Run 1, placement by cell class:
Scale bar: 50 µm. Fill, decap, tap and diode cells in gray.
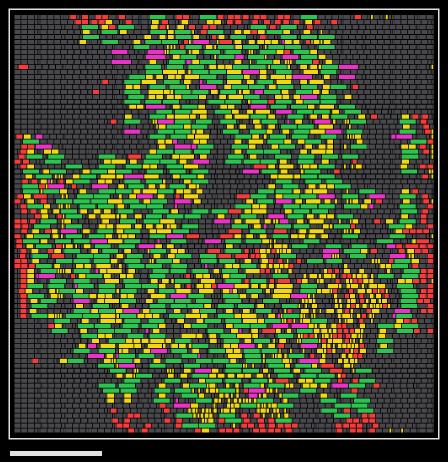
Run 1, metal 4:
Scale bar: 50 µm.
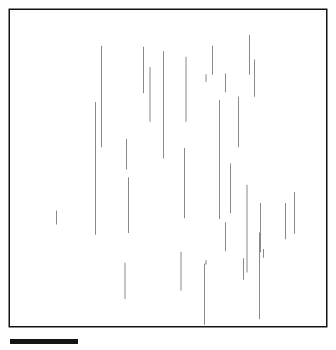
Run 1, gate families picked out:
Scale bar: 50 µm.
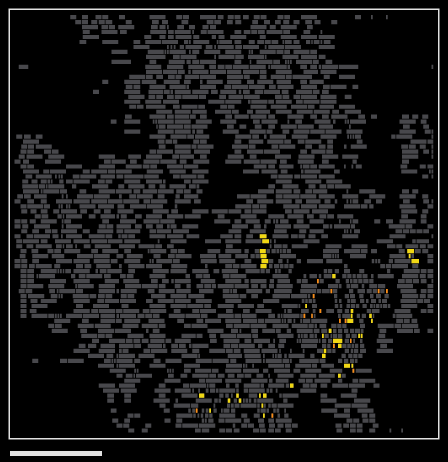
File: config.mk
export PLATFORM = sky130hd
export DESIGN_NAME = alu_console
export DESIGN_NICKNAME = d
export VERILOG_FILES = /design/src/rtl/alu_console.sv
export SDC_FILE = /design/constraint.sdc
export NUM_CORES = 1
export LEC_CHECK = 0
export CAP_MARGIN = 20
export CORE_MARGIN = 2
export CORE_UTILIZATION = 40
export CTS_CLUSTER_SIZE = 40
export DETAILED_ROUTE_END_ITERATION = 16
export PLACE_DENSITY = 0.71
export SLEW_MARGIN = 20
export SYNTH_ARGS = -nofsm -noshare
export SYNTH_HDL_FRONTEND = slang
export SYNTH_SLANG_ARGS = --single-unit
File: constraint.sdc
create_clock -name clk -period 3.4 [get_ports clk]
set_clock_uncertainty 0.15 [all_clocks]
set_input_delay 0.85 -clock clk [delete_from_list [all_inputs] [get_ports clk]]
set_output_delay 0.85 -clock clk [all_outputs]
set_load 0.02 [all_outputs]
File: src/rtl/alu_console.sv
// Operand/opcode latch and multi-cycle ALU launcher with a circular result history mapped onto LCD display slots.
// Entries act on the edge they arrive and are dropped while busy; display outputs lag display_number by one cycle.
module alu_console #(
  parameter int WIDTH      = 32,
  parameter int OPW        = 4,
  parameter int HIST_DEPTH = 8,
  parameter int TIMEOUT    = 255
) (
  input  logic             clk,
  input  logic             resetn,
  input  logic             input_valid,
  input  logic [31:0]      input_value,
  input  logic [2:0]       input_sel,
  output logic [OPW-1:0]   alu_op,
  output logic [OPW-1:0]   alu_op1,
  output logic [WIDTH-1:0] alu_src1,
  output logic [WIDTH-1:0] alu_src2,
  output logic             alu_start,
  input  logic             alu_done,
  input  logic [WIDTH-1:0] alu_result,
  input  logic [3:0]       alu_flags,
  input  logic [5:0]       display_number,
  output logic             display_valid,
  output logic [39:0]      display_name,
  output logic [31:0]      display_value,
  output logic             busy,
  output logic             timeout
);
  localparam int PW = $clog2(HIST_DEPTH);
  localparam int CW = $clog2(HIST_DEPTH + 1);
  localparam logic [15:0]   WAIT_LAST = 16'(TIMEOUT - 1);
  localparam logic [CW-1:0] FULL      = CW'(HIST_DEPTH);
  localparam logic [5:0]    H_FIRST   = 6'd9;
  localparam logic [5:0]    H_END     = 6'(9 + HIST_DEPTH);

  typedef enum logic [1:0] {
    IDLE   = 2'd0,
    ISSUE  = 2'd1,
    WAIT   = 2'd2,
    COMMIT = 2'd3
  } state_t;

  state_t state, state_nxt;

  logic [WIDTH-1:0] cap_result, last_result;
  logic [3:0]       cap_flags, last_flags;
  logic [WIDTH+3:0] hist [HIST_DEPTH];
  logic [PW-1:0]    wr_ptr;
  logic [CW-1:0]    count;
  logic [15:0]      wait_cnt;
  logic             entry, wait_expired;

  // Entries only land in IDLE, which keeps operands frozen for the whole operation.
  assign entry        = input_valid && (state == IDLE);
  assign wait_expired = (state == WAIT) && !alu_done && (wait_cnt == WAIT_LAST);
  assign alu_start    = (state == ISSUE);
  assign busy         = (state != IDLE);

  always_ff @(posedge clk or negedge resetn) begin
    if (!resetn) state <= IDLE;
    else         state <= state_nxt;
  end

  always_comb begin
    state_nxt = state;
    case (state)
      IDLE:    if (entry && input_sel == 3'b100) state_nxt = ISSUE;
      ISSUE:   state_nxt = WAIT;
      WAIT: begin
        if (alu_done)          state_nxt = COMMIT;
        else if (wait_expired) state_nxt = IDLE;
      end
      COMMIT:  state_nxt = IDLE;
      default: state_nxt = IDLE;
    endcase
  end

  always_ff @(posedge clk or negedge resetn) begin
    if (!resetn) begin
      alu_op      <= '0;
      alu_op1     <= '0;
      alu_src1    <= '0;
      alu_src2    <= '0;
      timeout     <= 1'b0;
      wait_cnt    <= '0;
      wr_ptr      <= '0;
      count       <= '0;
      cap_result  <= '0;
      cap_flags   <= '0;
      last_result <= '0;
      last_flags  <= '0;
      for (int i = 0; i < HIST_DEPTH; i++) hist[i] <= '0;
    end else begin
      if (entry) begin
        case (input_sel)
          3'b000: alu_op   <= input_value[OPW-1:0];
          3'b001: alu_op1  <= input_value[OPW-1:0];
          3'b010: alu_src1 <= input_value[WIDTH-1:0];
          3'b011: alu_src2 <= input_value[WIDTH-1:0];
          3'b101: begin
            count   <= '0;
            wr_ptr  <= '0;
            timeout <= 1'b0;
          end
          default: ;
        endcase
      end
      if (state == ISSUE) wait_cnt <= '0;
      if (state == WAIT && !alu_done) wait_cnt <= wait_cnt + 16'd1;
      if (state == WAIT && alu_done) begin
        cap_result <= alu_result;
        cap_flags  <= alu_flags;
      end
      if (wait_expired) timeout <= 1'b1;
      if (state == COMMIT) begin
        hist[wr_ptr] <= {cap_result, cap_flags};
        wr_ptr       <= wr_ptr + PW'(1);
        if (count != FULL) count <= count + CW'(1);
        last_result  <= cap_result;
        last_flags   <= cap_flags;
      end
    end
  end

  // History slot k reads back from the newest entry, wrapping through the ring.
  logic [5:0]    k;
  logic [PW-1:0] rd_idx;
  logic [7:0]    hex_ch;
  logic          dv_nxt;
  logic [39:0]   dn_nxt;
  logic [31:0]   dval_nxt;

  assign k      = display_number - H_FIRST;
  assign rd_idx = wr_ptr - PW'(1) - k[PW-1:0];
  assign hex_ch = (k < 6'd10) ? (8'h30 + {2'b00, k}) : (8'h37 + {2'b00, k});

  always_comb begin
    dv_nxt   = 1'b1;
    dn_nxt   = '0;
    dval_nxt = '0;
    case (display_number)
      6'd1: begin dn_nxt = 40'h00_0049_4E30; dval_nxt = 32'(alu_src1);    end
      6'd2: begin dn_nxt = 40'h00_0049_4E31; dval_nxt = 32'(alu_src2);    end
      6'd3: begin dn_nxt = 40'h00_0000_4F50; dval_nxt = 32'(alu_op);      end
      6'd4: begin dn_nxt = 40'h00_004F_5031; dval_nxt = 32'(alu_op1);     end
      6'd5: begin dn_nxt = 40'h00_004F_5554; dval_nxt = 32'(last_result); end
      6'd6: begin dn_nxt = 40'h00_464C_4147; dval_nxt = 32'(last_flags);  end
      6'd7: begin dn_nxt = 40'h00_0043_4E54; dval_nxt = 32'(count);       end
      6'd8: begin dn_nxt = 40'h00_5354_4154; dval_nxt = {28'b0, timeout, busy, state}; end
      default: begin
        if (display_number >= H_FIRST && display_number < H_END) begin
          dn_nxt = {24'h0, 8'h48, hex_ch};
          if (k < 6'(count)) dval_nxt = 32'(hist[rd_idx][WIDTH+3:4]);
          else               dv_nxt   = 1'b0;
        end else begin
          dv_nxt = 1'b0;
        end
      end
    endcase
  end

  always_ff @(posedge clk or negedge resetn) begin
    if (!resetn) begin
      display_valid <= 1'b0;
      display_name  <= '0;
      display_value <= '0;
    end else begin
      display_valid <= dv_nxt;
      display_name  <= dn_nxt;
      display_value <= dval_nxt;
    end
  end
endmodule

==> flow_metrics.py, run 1 <==
# Metrics from the implementation run
metrics = {
    "synthesis": {
        "area_leaders": "dfrtp_1 (57%), mux2_2 (19%), mux4_2 (6.8%)",
        "yosysSeqAreaShare_pct": 56.9,
        "xor_area_share_pct": 0.445,
        "async_flop_share_pct": 100,
        "ys_warn_count": 0,
        "ff_type": "dfrtp_1",
        "ys_area_mm2": 0.0211,
        "yosys_cells": 1515,
        "muxShareOfSynthArea_pct": 28.2,
        "synthDistinctLibCells": 63,
        "top_cells_by_count": "dfrtp_1 (480), mux2_2 (365), nand2_1 (137)",
        "yosys.area_share.simple_pct": 5.49,
        "avgSynthCellArea_um2": 13.9,
        "synth_cells": 1515,
        "ys_sh_aoi_pct": 4.52,
        "synth-edff-count": 0,
        "ys_ff": 480,
        "top_cell": "dfrtp_1",
        "yosysTopAreaCell": "dfrtp_1",
        "fa_ha_area_share_pct": 0.984,
        "top_area_share_pct": 56.9,
        "syn_area_mm2": 0.0211,
        "synth.logic.top_family": "multiplexers",
    },
    "grt": {
        "track_usage_pct": 20.4,
        "antenna_found_initial": 0,
        "grt_max_degree": 76,
        "grt_pass1_vias": 14100,
        "gr-total-overflow": 0,
        "grt_pass1_wl_um": 85400,
    },
    "floorplanning": {
        "die_x_um": 234,
        "ios": 229,
        "chip_area_mm2": 0.0546,
        "die_h_um": 234,
        "placementRows": 84,
        "core_area_mm2": 0.0523,
        "fp_util_pct": 40.3,
    },
    "clocking": {
        "cts-buffers-inserted": 51,
        "root_buffer": "clkbuf_16",
        "cts_buffer_depth": 3,
        "clk_pin_slew_ps": 60,
        "htreeDepth": 2,
        "cts_sinks": 480,
        "cts_resized": 0,
        "clkLatencyLatePin_ps": 590,
        "postCtsSetupRepairBufs": 0,
        "ctsHoldBuffers": 0,
        "cts_tree": "yes",
    },
    "routing": {
        "first_pass_iters": 6,
        "drt-initial-drc-count": 950,
        "remaining_drc_errors": 0,
        "route.vias.total": 13500,
        "viasPerCell": 5.48,
        "drt-wirelength-per-cell_um": 22.3,
        "ant_nets": 0,
        "wl_um": 55200,
    },
    "pwr": {
        "netSwitchingFraction_pct": 31.9,
        "p_int_w": 0.0156,
        "powerDensity_mw_per_mm2": 870,
        "share_comb_of_total_power_pct": 32.3,
        "power_switching_w": 0.00731,
        "p_clk_share_pct": 25.5,
        "max-vdd-ir-drop_mv": 0.479,
        "power_frac_seq_pct": 42.2,
        "p_total_w": 0.0229,
        "p_leak_nw": 11.9,
    },
    "sta": {
        "finalSetupViolCount": 0,
        "finalMaxSlewViolations": 0,
        "clock.fmax_ghz": 0.309,
        "fin_crit_sh_pct": 95.3,
        "rsz0062_at_grt": "no",
        "slew_headroom_pct": 28.6,
        "tightest_slew_ps": 1070,
        "final_hold_viol_count": 0,
        "setup_slack_ps": 159,
        "min_period_ps": 3240,
    },
    "min_path": {
        "hold_class": "in -> async",
    },
    "setup_path": {
        "startpoint_type": "input port",
        "worstPathArrival_ps": 3540,
        "endpoint_kind": "flop",
        "critPathRequiredTime_ps": 3700,
        "ff2ff_path_depth": 6,
        "cp_max_fo": 8,
        "r2r_slack_ps": 720,
        "timing.rr.start": "wr_ptr[0]",
        "r2r-end": "display_value[2]",
        "crit_type": "in -> reg",
    },
    "run": {
        "drv_cap": 0,
        "warnings": 32,
    },
    "finish": {
        "final_cell_area_mm2": 0.0263,
        "syn2layout_area_growth_pct": 24.6,
        "comb_area_mm2": 0.00850,
        "fin_util_pct": 50.3,
        "nNetsFinal": 1842,
        "antenna_cells": 0,
        "drive_gt1_share_pct": 35.6,
        "final_cells": 2472,
        "num-fill-cells": 4452,
        "flop_area_mm2": 0.0120,
    },
    "place": {
        "place_area_mm2": 0.0245,
        "placed_cells": 2380,
        "io_buffers": 212,
        "gp_congestion": 0.897,
        "pre_cts_slack_ps": -439,
        "dpl.hpwl_um": 35900,
    },
    "outcome": {
        "status": "finished clean",
    },
}
Notes on 'placement by cell class' above:
class	color	cells	share of their area
remaining buffers and delay cells	red	307	12%
clock drivers and dummy loads	magenta	92	6.9%
sequential cells	green	480	47%
combinational and other logic	yellow	905	34%

Notes on 'metal 4' above:
wire length on this layer	1130 µm
share of all routed wire	2.0%
main direction	vertical
nets with wire on the layer	16

Notes on 'gate families picked out' above:
family	color	cells
nor cells	yellow	37
inv cells	orange	15

run 1: worst max-delay path, cell delays in order:
cell and delay, ps:
clkdlybuf4s50_1 500, inv_1 70, ha_1 350, fa_4 920, buf_4 220, mux4_2 300
mux2i_1 180, o2111ai_1 130
run 1: metal layers:
layer  vias to the layer above  GRT usage (%)  routed length [µm]
met5                         -              0                   0
met4                         0           5.58                1120
met3                        68           3.17                2910
met2                       404           33.3               26500
met1                      7146           28.5               24700
li1                       5920              -                   -
run 1: worst max-delay path by stage:
stage | from | end | slack (ps) | cells after the start
CTS | state[1] | alu_start | 130 | 3
finish | display_number[0] | display_value[2] | 160 | 8
detailed placement | display_number[0] | display_value[2] | -440 | 8
floorplan | display_number[0] | display_value[0] | 90 | 9
global placement | display_number[0] | display_value[10] | -410 | 8
global route | state[0] | alu_start | 60 | 3
run 1: cells by family after synthesis:
logic type,Yosys count
DFF,480
muxes,468
and+or+nand+nor,245
buffers and inverters,160
AOI/OAI and AO/OA,136
adders and majority gates,16
xor gates and xnor gates,9
other,1
run 1: area by class of cell:
type                       count  area share [%]
sequential                   480            45.7
multi-input combinational    890            32.3
timing repair buffer         307            11.8
clock buffer                  69            5.54
tap                          688            3.27
clock inverter                23            1.18
inverter                      15           0.214
run 1: registers in the layout, summed over array words and instances, names as in the netlist, 2 cells and up, named ones only:
register	cells
cap_flags	4
display_name	21
wait_cnt	16
alu_src1	32
hist	256
last_result	32
cap_result	32
count	3
state	2
alu_op1	4
display_value	32
alu_src2	32
last_flags	4
alu_op	4
wr_ptr	3
run 1: layout by cell type, fill, tap and decap left out, types with 7 or more instances in the layout:
master	instances
dfrtp_1	480
mux2_2	365
clkdlybuf4s50_1	211
nand2_1	135
buf_4	74
mux4_2	64
clkbuf_16	53
o21ai_0	51
mux2i_1	39
a222oi_1	31
nand3_1	21
buf_12	21
conb_1	16
inv_1	14
ha_1	14
nor2_1	12
a21oi_1	11
clkinv_2	10
nand4_1	9
clkbuf_1	9
nand2b_1	8
nor3_1	8
o21ai_1	7
clkbuf_8	7
bufinv_16	7
run 1: power by group through the flow:
stage / Combinational [W] / Clock, W / Sequential [W]
finish: 0.00739 / 0.00583 / 0.00965
floorplan: 0.00487 / 0 / 0.00930
detailed placement: 0.00743 / 0 / 0.00971
global placement: 0.00721 / 0 / 0.00960
global route: 0.00794 / 0.00622 / 0.00995
CTS: 0.00747 / 0.00594 / 0.00964
run 1: per-stage QoR:
step / hold WS, ps / TNS, ps
after floorplan: 283 / 0
after global placement: 305 / -11200
after detailed placement: 305 / -11700
after CTS: 85.3 / 0
after global routing: 97.2 / 0
final: 91.8 / 0
==> run 2, diff against run 1 <==
--- a/constraint.sdc
+++ b/constraint.sdc
@@ -4,2 +4,2 @@
 set_output_delay 0.85 -clock clk [all_outputs]
-set_load 0.02 [all_outputs]
+set_load 0.005 [all_outputs]
Run 2, signal wires by layer:
Scale bar: 50 µm.
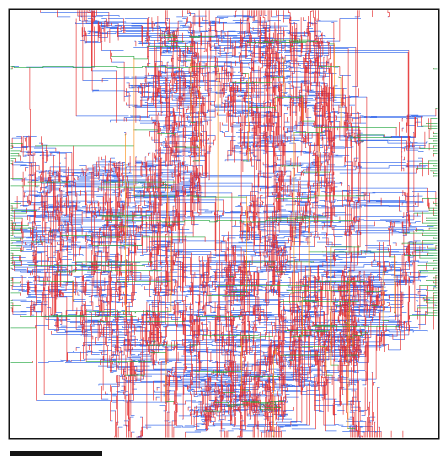
layer	color	wire length
metal 3	green	2910 µm
metal 2	red	26.5 mm
metal 4	orange	1130 µm
metal 1	blue	24.7 mm

==> flow_metrics.py, run 2 <==
# Metrics from the implementation run
metrics = {
    "outcome": {
        "status": "finished clean",
    },
    "floorplanning": {
        "core_area_mm2": 0.0523,
        "die_h_um": 234,
        "chip_area_mm2": 0.0546,
        "placementRows": 84,
        "fp_util_pct": 40.3,
        "ios": 229,
        "die_x_um": 234,
    },
    "grt": {
        "grt_pass1_wl_um": 85400,
        "track_usage_pct": 20.4,
        "gr-total-overflow": 0,
        "antenna_found_initial": 0,
        "grt_pass1_vias": 14100,
        "grt_max_degree": 76,
    },
    "finish": {
        "final_cells": 2472,
        "final_cell_area_mm2": 0.0263,
        "top_register": "hist",
        "antenna_cells": 0,
        "final_cell_mix": "dfrtp_1 (480), mux2_2 (365), clkdlybuf4s50_1 (211)",
        "largest_reg_flops": 256,
        "lay_top_count": "dfrtp_1",
        "syn2layout_area_growth_pct": 24.6,
        "nNetsFinal": 1842,
        "num-fill-cells": 4452,
        "drive_gt1_share_pct": 35.6,
        "fin_util_pct": 50.3,
    },
    "pwr": {
        "p_int_w": 0.0156,
        "powerDensity_mw_per_mm2": 848,
        "netSwitchingFraction_pct": 30.3,
        "p_leak_nw": 11.9,
        "p_clk_share_pct": 26.1,
        "share_comb_of_total_power_pct": 30.6,
        "power_switching_w": 0.00675,
        "max-vdd-ir-drop_mv": 0.479,
        "power_frac_seq_pct": 43.3,
    },
    "synthesis": {
        "yosysTopAreaCell": "dfrtp_1",
        "top_area_share_pct": 56.9,
        "top_cells_by_count": "dfrtp_1 (480), mux2_2 (365), nand2_1 (137)",
        "async_flop_share_pct": 100,
        "synth-edff-count": 0,
        "area_leaders": "dfrtp_1 (57%), mux2_2 (19%), mux4_2 (6.8%)",
        "ys_ff": 480,
        "ys_warn_count": 0,
        "synthDistinctLibCells": 63,
        "avgSynthCellArea_um2": 13.9,
        "ys_area_mm2": 0.0211,
        "syn_area_mm2": 0.0211,
        "ff_type": "dfrtp_1",
        "yosys_cells": 1515,
        "synth_cells": 1515,
        "top_cell": "dfrtp_1",
        "yosysSeqAreaShare_pct": 56.9,
    },
    "setup_path": {
        "cp_max_fo": 8,
        "crit_type": "in -> reg",
        "startpoint_type": "input port",
        "worstPathArrival_ps": 3540,
        "endpoint_kind": "flop",
        "critPathRequiredTime_ps": 3700,
        "ff2ff_path_depth": 6,
        "r2r_slack_ps": 720,
    },
    "sta": {
        "finalSetupViolCount": 0,
        "finalMaxSlewViolations": 0,
        "tightest_slew_ps": 1070,
        "slew_headroom_pct": 28.6,
        "hold_slack_ps": 91.8,
        "clock.fmax_ghz": 0.309,
        "final.setup.tns_ps": 0,
        "min_period_ps": 3240,
        "final_hold_viol_count": 0,
        "rsz0062_at_grt": "no",
        "fin_crit_sh_pct": 95.3,
    },
    "place": {
        "dpl.hpwl_um": 35900,
        "placed_cells": 2380,
        "io_buffers": 212,
        "place_area_mm2": 0.0245,
        "gp_congestion": 0.897,
    },
    "routing": {
        "drt-wirelength-per-cell_um": 22.3,
        "drt-initial-drc-count": 950,
        "viasPerCell": 5.48,
        "first_pass_iters": 6,
        "wl_um": 55200,
        "ant_nets": 0,
        "remaining_drc_errors": 0,
        "route.vias.total": 13500,
    },
    "clocking": {
        "clkLatencyLatePin_ps": 590,
        "cts_buffer_depth": 3,
        "ctsHoldBuffers": 0,
        "root_buffer": "clkbuf_16",
        "cts_tree": "yes",
        "cts-buffers-inserted": 51,
        "cts_resized": 0,
        "htreeDepth": 2,
        "clk_pin_slew_ps": 60,
        "postCtsSetupRepairBufs": 0,
        "cts_sinks": 480,
    },
    "run": {
        "warnings": 32,
        "drv_cap": 0,
    },
    "min_path": {
        "hold_class": "in -> async",
    },
}
Run 2, placement by cell class:
Scale bar: 50 µm. Fill, decap, tap and diode cells in gray.
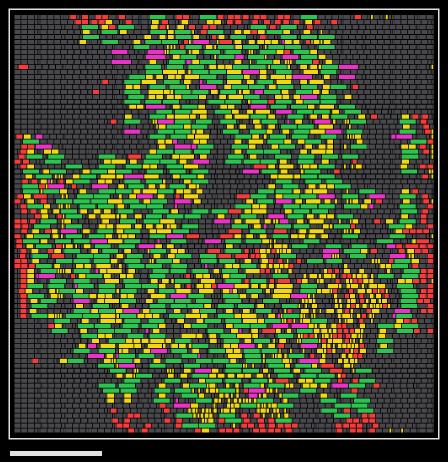
class	color	cells	share of their area
combinational and other logic	yellow	905	34%
clock drivers and dummy loads	magenta	92	6.9%
remaining buffers and delay cells	red	307	12%
sequential cells	green	480	47%

[run 2: cell counts after synthesis]
No cell type changed its count.
[run 2: layout make-up]
cell class / instances / area (µm²) / share of cell area (%)
clock buffers: 69 / 1460 / 5.54
clock inverters: 23 / 310 / 1.18
inverters: 15 / 56.3 / 0.214
multi-input cells: 890 / 8500 / 32.3
flip-flops and latches: 480 / 12000 / 45.7
well taps: 688 / 861 / 3.27
repair buffers: 307 / 3100 / 11.8
[run 2: stage by stage]
stage,setup WS (ps),total power (W)
after floorplan,89.7,0.0136
after global placement,-409,0.0162
after detailed placement,-439,0.0166
after CTS,186,0.0225
after global routing,80.8,0.0235
final,159,0.0223
[run 2: layer usage]
metal	global-route usage [%]	wire length [µm]
met5	0	0
met4	5.58	1120
met3	3.17	2910
met1	28.5	24700
met2	33.3	26500
[run 2: logic make-up (layout without fill, tap and decap cells)]
logic type | Yosys count | in the layout | synth area share [%]
mux | 468 | 468 | 28.2
buf+inv | 160 | 414 | 3.49
flops | 480 | 480 | 56.9
simple gates | 245 | 245 | 5.49
xor+xnor | 9 | 9 | 0.445
compound gates | 136 | 136 | 4.52
fa+ha+maj | 16 | 16 | 0.984
other cells | 1 | 16 | 0.0178
[run 2: worst paths after layout]
| path | startpoint | endpoint |
|---|---|---|
| worst max-delay path | display_number[0] | display_value[2] |
| worst min-delay path | resetn | last_result[14] |
| worst max register to register | wr_ptr[0] | display_value[2] |
| worst min register to register | cap_flags[1] | last_flags[1] |
| max in group asynchronous | resetn | alu_op[2] |
| min in group clk | cap_flags[1] | last_flags[1] |
[run 2: critical path: stages]
cell and delay (ps):
clkdlybuf4s50_1 500, inv_1 70, ha_1 350, fa_4 920
buf_4 220, mux4_2 300, mux2i_1 180, o2111ai_1 130
[run 2: power by group through the flow]
stage               clock network [W]  logic (W)  registers (W)
finish                        0.00583    0.00682        0.00965
global route                  0.00622    0.00738        0.00995
CTS                           0.00594    0.00691        0.00964
detailed placement                  0    0.00686        0.00971
global placement                    0    0.00664        0.00960
floorplan                           0    0.00485        0.00877
Power figures rest on the tool's default switching activity, not on a simulated workload.
